Run 1, wiring by layer:
Bar = 100 µm.
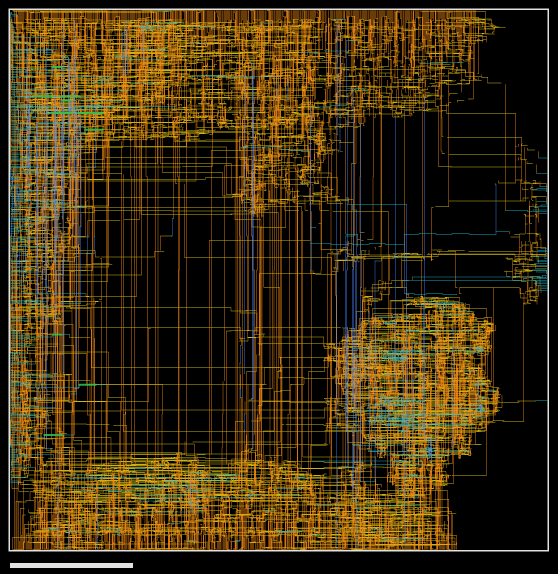
Run 1, routing congestion map:
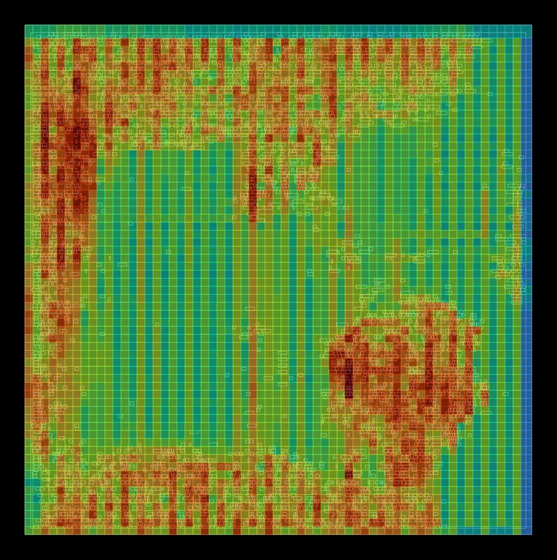
Run 1, routed clock nets over the placement:
Bar = 100 µm.
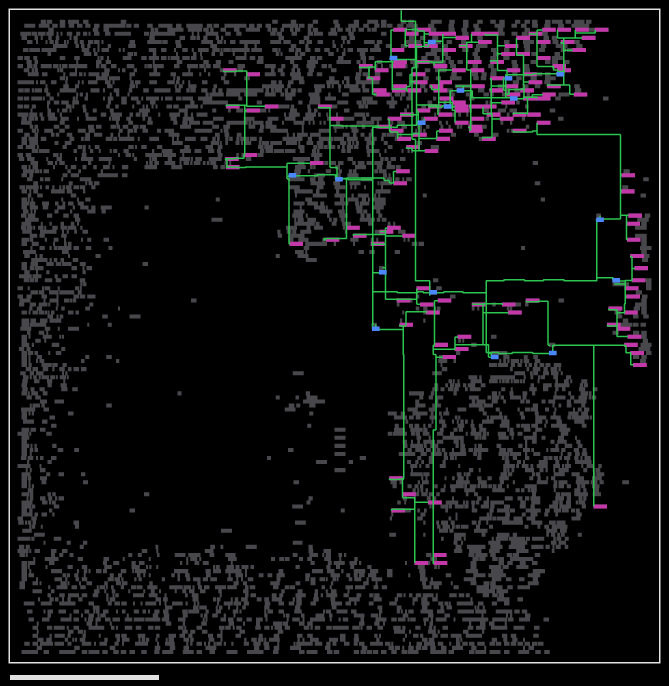
<file path="src/rtl/pu_pkg.sv">
// Shared types and defaults for the processing-unit WB SRAM arbiter slice.
package pu_pkg;

    // Buffer type of a requester lane; the numeric value is the lane group index.
    typedef enum logic [1:0] {
        WB_IDX    = 2'd0,
        WB_UNIQUE = 2'd1,
        WB_REP    = 2'd2
    } wb_type_e;

    // Arbiter transaction state.
    typedef enum logic [1:0] {
        ARB_IDLE = 2'd0,
        ARB_READ = 2'd1,
        ARB_DONE = 2'd2
    } arb_state_e;

    localparam int unsigned PU_NUM_CH = 8;
    localparam int unsigned PU_SRAM_W = 64;

endpackage

</file>
<file path="src/rtl/pu_rr_arbiter.sv">
// Generic N-input arbiter: round-robin starting at ptr, or fixed priority
// (lowest index wins). Purely combinational; the caller owns the pointer.
module pu_rr_arbiter import pu_pkg::*; #(
    parameter int unsigned N  = 4,
    parameter int unsigned IW = (N > 1) ? $clog2(N) : 1
) (
    input  logic [N-1:0]  req,
    input  logic [IW-1:0] ptr,
    input  logic          fixed_mode,
    output logic [N-1:0]  grant,
    output logic [IW-1:0] grant_idx,
    output logic          grant_valid
);

    logic [IW-1:0] start_s;
    logic [IW:0]   cand_s;

    // Scan once around the ring from the start point and take the first pending request.
    always_comb begin
        grant       = {N{1'b0}};
        grant_idx   = {IW{1'b0}};
        grant_valid = 1'b0;
        cand_s      = {(IW+1){1'b0}};
        if (fixed_mode) begin
            start_s = {IW{1'b0}};
        end else begin
            start_s = ptr;
        end
        for (int i = 0; i < int'(N); i++) begin
            cand_s = {1'b0, start_s} + (IW+1)'(i);
            if (cand_s >= (IW+1)'(N)) begin
                cand_s = cand_s - (IW+1)'(N);
            end else begin
                cand_s = cand_s;
            end
            if (!grant_valid && req[cand_s[IW-1:0]]) begin
                grant_valid = 1'b1;
                grant_idx   = cand_s[IW-1:0];
            end else begin
                grant_valid = grant_valid;
            end
        end
        if (grant_valid) begin
            grant[grant_idx] = 1'b1;
        end else begin
            grant = {N{1'b0}};
        end
    end

endmodule

</file>
<file path="src/rtl/pu_wb_sram_arbiter.sv">
// Arbitrates idx/unique/rep word reads of all input-channel lanes onto a
// single WB SRAM read port. One transaction in flight; the returned word is
// broadcast on word_out and the winner gets a one-cycle ready pulse.
module pu_wb_sram_arbiter import pu_pkg::*; #(
    parameter  int unsigned NUM_CH = PU_NUM_CH,
    parameter  int unsigned SRAM_W = PU_SRAM_W,
    localparam int unsigned CH_W   = (NUM_CH > 1) ? $clog2(NUM_CH) : 1
) (
    input  logic                    clock,
    input  logic                    reset,
    input  logic                    arb_mode,
    input  logic [NUM_CH-1:0]       ch_mask,
    input  logic [31:0]             idx_base,
    input  logic [31:0]             unique_base,
    input  logic [31:0]             rep_base,
    input  logic [31:0]             ch_stride,
    input  logic [NUM_CH-1:0][31:0] idx_cnt,
    input  logic [NUM_CH-1:0][31:0] unique_cnt,
    input  logic [NUM_CH-1:0][31:0] rep_cnt,
    input  logic [NUM_CH-1:0]       idx_read,
    input  logic [NUM_CH-1:0]       unique_read,
    input  logic [NUM_CH-1:0]       rep_read,
    output logic [NUM_CH-1:0]       idx_ready,
    output logic [NUM_CH-1:0]       unique_ready,
    output logic [NUM_CH-1:0]       rep_ready,
    output logic [SRAM_W-1:0]       word_out,
    output logic                    sram_read,
    output logic [31:0]             sram_address,
    input  logic                    sram_ready,
    input  logic [SRAM_W-1:0]       sram_in,
    output logic                    busy,
    output logic [1:0]              grant_type,
    output logic [CH_W-1:0]         grant_ch
);

    localparam int unsigned NR = 3 * NUM_CH;
    localparam int unsigned RW = $clog2(NR);

    // Flattened requesters: r = type*NUM_CH + ch.
    logic [NR-1:0]     req_s;
    logic [NR-1:0]     win_onehot_s;
    logic [RW-1:0]     win_idx_s;
    logic              win_valid_s;
    wb_type_e          win_type_s;
    logic [CH_W-1:0]   win_ch_s;
    logic [31:0]       base_sel_s;
    logic [31:0]       cnt_sel_s;
    logic [31:0]       win_addr_s;
    logic [RW-1:0]     ptr_next_s;

    arb_state_e        state_r, state_nx_s;
    logic [RW-1:0]     ptr_r, ptr_nx_s;
    logic [NR-1:0]     gnt_onehot_r, gnt_onehot_nx_s;
    logic [NR-1:0]     rdy_r, rdy_nx_s;
    logic              sram_read_r, sram_read_nx_s;
    logic [31:0]       sram_address_r, sram_address_nx_s;
    logic [SRAM_W-1:0] word_out_r, word_out_nx_s;
    logic              busy_r, busy_nx_s;
    wb_type_e          grant_type_r, grant_type_nx_s;
    logic [CH_W-1:0]   grant_ch_r, grant_ch_nx_s;

    assign req_s = {rep_read & ch_mask, unique_read & ch_mask, idx_read & ch_mask};

    pu_rr_arbiter #(
        .N  (NR),
        .IW (RW)
    ) u_arb (
        .req         (req_s),
        .ptr         (ptr_r),
        .fixed_mode  (arb_mode),
        .grant       (win_onehot_s),
        .grant_idx   (win_idx_s),
        .grant_valid (win_valid_s)
    );

    // Split the winning flat index back into buffer type and lane.
    always_comb begin
        if (win_idx_s < RW'(NUM_CH)) begin
            win_type_s = WB_IDX;
            win_ch_s   = CH_W'(win_idx_s);
        end else if (win_idx_s < RW'(2 * NUM_CH)) begin
            win_type_s = WB_UNIQUE;
            win_ch_s   = CH_W'(win_idx_s - RW'(NUM_CH));
        end else begin
            win_type_s = WB_REP;
            win_ch_s   = CH_W'(win_idx_s - RW'(2 * NUM_CH));
        end
    end

    // Word address of the winner: region base + lane offset + lane counter, wrapping mod 2^32.
    always_comb begin
        case (win_type_s)
            WB_IDX: begin
                base_sel_s = idx_base;
                cnt_sel_s  = idx_cnt[win_ch_s];
            end
            WB_UNIQUE: begin
                base_sel_s = unique_base;
                cnt_sel_s  = unique_cnt[win_ch_s];
            end
            WB_REP: begin
                base_sel_s = rep_base;
                cnt_sel_s  = rep_cnt[win_ch_s];
            end
            default: begin
                base_sel_s = 32'h0000_0000;
                cnt_sel_s  = 32'h0000_0000;
            end
        endcase
        win_addr_s = base_sel_s + ({{(32-CH_W){1'b0}}, win_ch_s} * ch_stride) + cnt_sel_s;
    end

    assign ptr_next_s = (win_idx_s == RW'(NR - 1)) ? {RW{1'b0}} : (win_idx_s + RW'(1));

    // Next-state and next-output logic; every output is registered from these values.
    always_comb begin
        state_nx_s        = state_r;
        ptr_nx_s          = ptr_r;
        gnt_onehot_nx_s   = gnt_onehot_r;
        rdy_nx_s          = {NR{1'b0}};
        sram_read_nx_s    = sram_read_r;
        sram_address_nx_s = sram_address_r;
        word_out_nx_s     = word_out_r;
        busy_nx_s         = busy_r;
        grant_type_nx_s   = grant_type_r;
        grant_ch_nx_s     = grant_ch_r;
        case (state_r)
            ARB_IDLE: begin
                if (win_valid_s) begin
                    state_nx_s        = ARB_READ;
                    gnt_onehot_nx_s   = win_onehot_s;
                    grant_type_nx_s   = win_type_s;
                    grant_ch_nx_s     = win_ch_s;
                    sram_address_nx_s = win_addr_s;
                    sram_read_nx_s    = 1'b1;
                    busy_nx_s         = 1'b1;
                    if (arb_mode) begin
                        ptr_nx_s = ptr_r;
                    end else begin
                        ptr_nx_s = ptr_next_s;
                    end
                end else begin
                    state_nx_s = ARB_IDLE;
                end
            end
            ARB_READ: begin
                if (sram_ready) begin
                    state_nx_s     = ARB_DONE;
                    word_out_nx_s  = sram_in;
                    rdy_nx_s       = gnt_onehot_r;
                    sram_read_nx_s = 1'b0;
                end else begin
                    state_nx_s = ARB_READ;
                end
            end
            ARB_DONE: begin
                state_nx_s = ARB_IDLE;
                busy_nx_s  = 1'b0;
            end
            default: begin
                state_nx_s     = ARB_IDLE;
                sram_read_nx_s = 1'b0;
                busy_nx_s      = 1'b0;
            end
        endcase
    end

    // FSM state and round-robin pointer.
    always_ff @(posedge clock or posedge reset) begin
        if (reset) begin
            state_r <= ARB_IDLE;
            ptr_r   <= {RW{1'b0}};
        end else begin
            state_r <= state_nx_s;
            ptr_r   <= ptr_nx_s;
        end
    end

    // Registered outputs and latched grant.
    always_ff @(posedge clock or posedge reset) begin
        if (reset) begin
            gnt_onehot_r   <= {NR{1'b0}};
            rdy_r          <= {NR{1'b0}};
            sram_read_r    <= 1'b0;
            sram_address_r <= 32'h0000_0000;
            word_out_r     <= {SRAM_W{1'b0}};
            busy_r         <= 1'b0;
            grant_type_r   <= WB_IDX;
            grant_ch_r     <= {CH_W{1'b0}};
        end else begin
            gnt_onehot_r   <= gnt_onehot_nx_s;
            rdy_r          <= rdy_nx_s;
            sram_read_r    <= sram_read_nx_s;
            sram_address_r <= sram_address_nx_s;
            word_out_r     <= word_out_nx_s;
            busy_r         <= busy_nx_s;
            grant_type_r   <= grant_type_nx_s;
            grant_ch_r     <= grant_ch_nx_s;
        end
    end

    assign idx_ready    = rdy_r[NUM_CH-1:0];
    assign unique_ready = rdy_r[2*NUM_CH-1:NUM_CH];
    assign rep_ready    = rdy_r[3*NUM_CH-1:2*NUM_CH];
    assign word_out     = word_out_r;
    assign sram_read    = sram_read_r;
    assign sram_address = sram_address_r;
    assign busy         = busy_r;
    assign grant_type   = grant_type_r;
    assign grant_ch     = grant_ch_r;

endmodule

</file>
<file path="config.mk">
export PLATFORM = sky130hd
export DESIGN_NAME = pu_wb_sram_arbiter
export DESIGN_NICKNAME = d
export VERILOG_FILES = /design/src/rtl/pu_pkg.sv /design/src/rtl/pu_rr_arbiter.sv /design/src/rtl/pu_wb_sram_arbiter.sv
export SDC_FILE = /design/constraint.sdc
export NUM_CORES = 1
export LEC_CHECK = 0
export CORE_AREA = 5 5 432 434
export CTS_BUF_LIST = sky130_fd_sc_hd__clkbuf_8
export DETAILED_ROUTE_END_ITERATION = 6
export DIE_AREA = 0 0 437 439
export GPL_ROUTABILITY_DRIVEN = 0
export PLACE_DENSITY = 0.41
export SETUP_SLACK_MARGIN = 0.4
export SLEW_MARGIN = 0
export SYNTH_ARGS = -nofsm -noshare
export SYNTH_HDL_FRONTEND = slang
export SYNTH_SLANG_ARGS = --single-unit
</file>
<file path="constraint.sdc">
create_clock -name clock -period 12.17 [get_ports clock]
set_input_delay 1.217 -clock clock [delete_from_list [all_inputs] [get_ports clock]]
set_output_delay 1.217 -clock clock [all_outputs]
set_load 0.02 [all_outputs]
</file>
==> run summary, run 1 <==
run results: placed cells 6801, most common cell in the synthesized netlist nand2_1, Arrival @ worst endpoint 11.68 ns, path depth of the worst reg2reg path 46, area added between synthesis and finish 73.9%, maximum clock frequency 88.7 MHz, cell area after layout 0.0399 mm², run status completed, Hold/Removal Path Class reg -> reg, wire length of the first global-routing pass 256000 µm, DR pass1 iterations 6, Reg clk slew, reported paths 0.12 ns, Tool Warnings 42, cell repeated most along the worst path buf_4, Final setup violation count 0, row count 157, Cell Count, Final, Fillers Out 6855
Back to the opening pictures, 'wiring by layer':
metal 2 -> orange  # wire length 104 mm
metal 5 -> green  # wire length 126 µm
metal 1 -> yellow  # wire length 69.4 mm
metal 4 -> blue  # wire length 8780 µm
metal 3 -> cyan  # wire length 9360 µm
Detailed Route WL: 192000 µm
number of vias in the routed layout: 30167

Back to the opening pictures, 'routing congestion map':
grt met3 use: 2.75%
final core utilization: 21.9%
GRT Overall Usage: 19.0%

Back to the opening pictures, 'routed clock nets over the placement':
clock drivers -> blue  # count 17
flip-flops -> magenta  # count 158
clock wires -> green  # length 3590 µm
routed clock nets = 18

[run 1: path summary, 6_finish.rpt]
path | start | endpoint | slack (ns)
setup reg to reg | ptr_r[2] | sram_address[30] | 1.15
hold reg to reg | gnt_onehot_r[14] | rdy_r[14] | 0.47
hold / removal | gnt_onehot_r[14] | rdy_r[14] | 0.47
min in group asynchronous | reset | word_out[16] | 1.13
max in group asynchronous | reset | gnt_onehot_r[20] | 9.71
setup / recovery | arb_mode | sram_address[30] | 0.90
[run 1: area by class of cell]
| cell class | instances | area, µm² | area share (%) |
|---|---|---|---|
| diodes | 20 | 50.0 | 0.125 |
| clock buffers | 17 | 234 | 0.587 |
| clock inverters | 14 | 215 | 0.540 |
| inverters | 115 | 447 | 1.12 |
| multi-input cells | 2670 | 17800 | 44.5 |
| flip-flops and latches | 158 | 3950 | 9.91 |
| well taps | 2385 | 2980 | 7.48 |
| repair buffers | 1476 | 14300 | 35.7 |
[run 1: what timing repair did]
action / CTS / global route
pin swaps: 0 / 4
setup buffers: 0 / 3
endpoints found under the setup margin: 2 / 9
gates resized: 1 / 10
[run 1: per-layer routing]
layer	share of wire, %	GRT usage, %	vias up	wire length [µm]
met5	0.066	0	-	126
met4	4.6	7.36	20	8780
met3	4.9	2.75	247	9360
met2	54	36.6	1169	104000
met1	36	20.7	14864	69400
li1	-	-	13867	-
[run 1: kinds of logic (layout without fill, tap and decap cells)]
group / count (synthesis) / after routing / share of synthesized area, %
simple gates: 1559 / 1559 / 31.0
mux: 174 / 174 / 9.65
compound gates: 733 / 733 / 22.6
buf+inv: 367 / 1622 / 6.18
flops: 158 / 158 / 17.2
xor+xnor: 54 / 54 / 2.26
other cells: 0 / 20 / 0
fa+ha+maj: 150 / 150 / 11.1
Run 1, cell classes on the final placement:
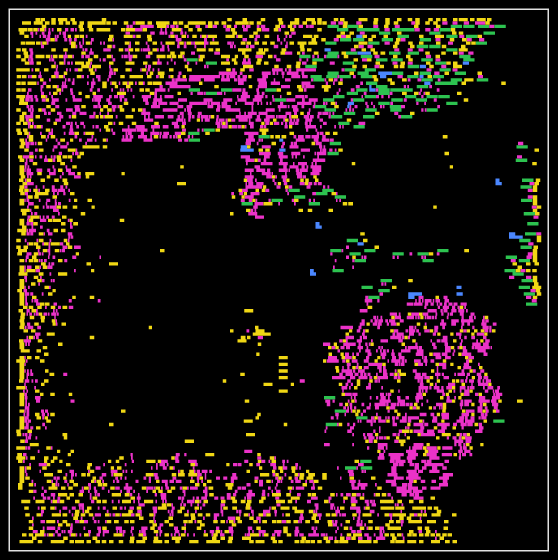

==> inputs of run 2 (changes only) <==
--- a/config.mk
+++ b/config.mk
@@ -5,10 +5,10 @@
 export SDC_FILE = /design/constraint.sdc
 export NUM_CORES = 1
 export LEC_CHECK = 0
-export CORE_AREA = 5 5 432 434
+export CORE_AREA = 5 5 430 432
 export CTS_BUF_LIST = sky130_fd_sc_hd__clkbuf_8
 export DETAILED_ROUTE_END_ITERATION = 6
-export DIE_AREA = 0 0 437 439
+export DIE_AREA = 0 0 435 437
 export GPL_ROUTABILITY_DRIVEN = 0
 export PLACE_DENSITY = 0.41
 export SETUP_SLACK_MARGIN = 0.4
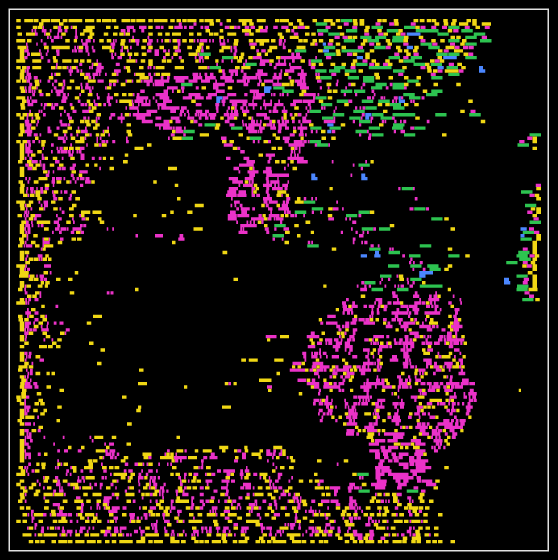
Run 2: cell classes on the final placement
combinational and other logic -> magenta  # cells 2785
clock drivers and dummy loads -> blue  # cells 32
flops -> green  # cells 158
other buffers and delay cells -> yellow  # cells 1470

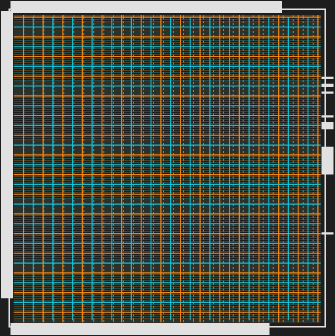
Run 2: PDN straps and rails
Pins as bars on the die edge. Tap cells in grey.
VSS -> orange
VDD -> cyan
met1 rails = 157
tap cells = 2370
rows = 156
area of the core: 0.180 mm²

==> run 2 against run 1 <==
Synthesized cell count is the same. Die area shrank 0.91%. Setup slack gained 0.041 ns. Critical path depth grew 1. Highest routed layer unchanged.
==> run summary, run 2 <==
run results: DR pass1 iterations 6, origin of the worst setup path arb_mode, area added between synthesis and finish 73.6%, Hold/Removal Path Class reg -> reg, WHS Endpoint rdy_r[19], placed cells 6783, Detailed Route WL 191000 µm, run status completed, GRT Overall Usage 19.1%, Reg clk slew, reported paths 0.15 ns, Final setup violation count 0, cell area after layout 0.0398 mm², row count 156, endpoint of the most critical register-to-register path sram_address[30], number of vias in the routed layout 30072, termination of the worst setup path sram_address[30], Tool Warnings 44, path depth of the worst reg2reg path 43, launch instance of the worst min-delay path gnt_onehot_r[19], post-CTS setup buffer count 0, Cell Count, Final, Fillers Out 6858
run 2: cell counts after synthesis:
Identical to the previous run, type by type.
run 2: through the flow:
stage | utilization, %
CTS | 22.0
global placement | 21.8
finish | 22.1
global route | 22.1
floorplan | -
detailed placement | 21.8
run 2: cell families after synthesis:
| kind of cell | count (synthesis) | share of synthesized area, % |
|---|---|---|
| flip-flops | 158 | 17.2 |
| multiplexers | 174 | 9.65 |
| AND-OR/OR-AND | 733 | 22.6 |
| XOR/XNOR | 54 | 2.26 |
| adder cells (fa/ha/maj) | 150 | 11.1 |
| AND/OR/NAND/NOR | 1559 | 31.0 |
| buffers and inverters | 367 | 6.18 |
run 2: layer usage:
layer | vias to the layer above | part of all wire [%] | global-route usage, %
met5 | - | 0.11 | 0
met4 | 36 | 4.9 | 9.78
met2 | 1190 | 54 | 36.1
li1 | 13872 | - | -
met1 | 14723 | 36 | 20.2
met3 | 251 | 5.4 | 3.62
run 2: area by class of cell:
class	count	area, µm²	area share, %
Timing Repair Buffer	1470	14200	35.7
Sequential cell	158	3950	9.93
Tap cell	2370	2970	7.45
Inverter	115	449	1.13
Clock buffer	17	234	0.588
Clock inverter	15	199	0.500
Multi-Input combinational cell	2670	17700	44.5
Antenna cell	43	108	0.270
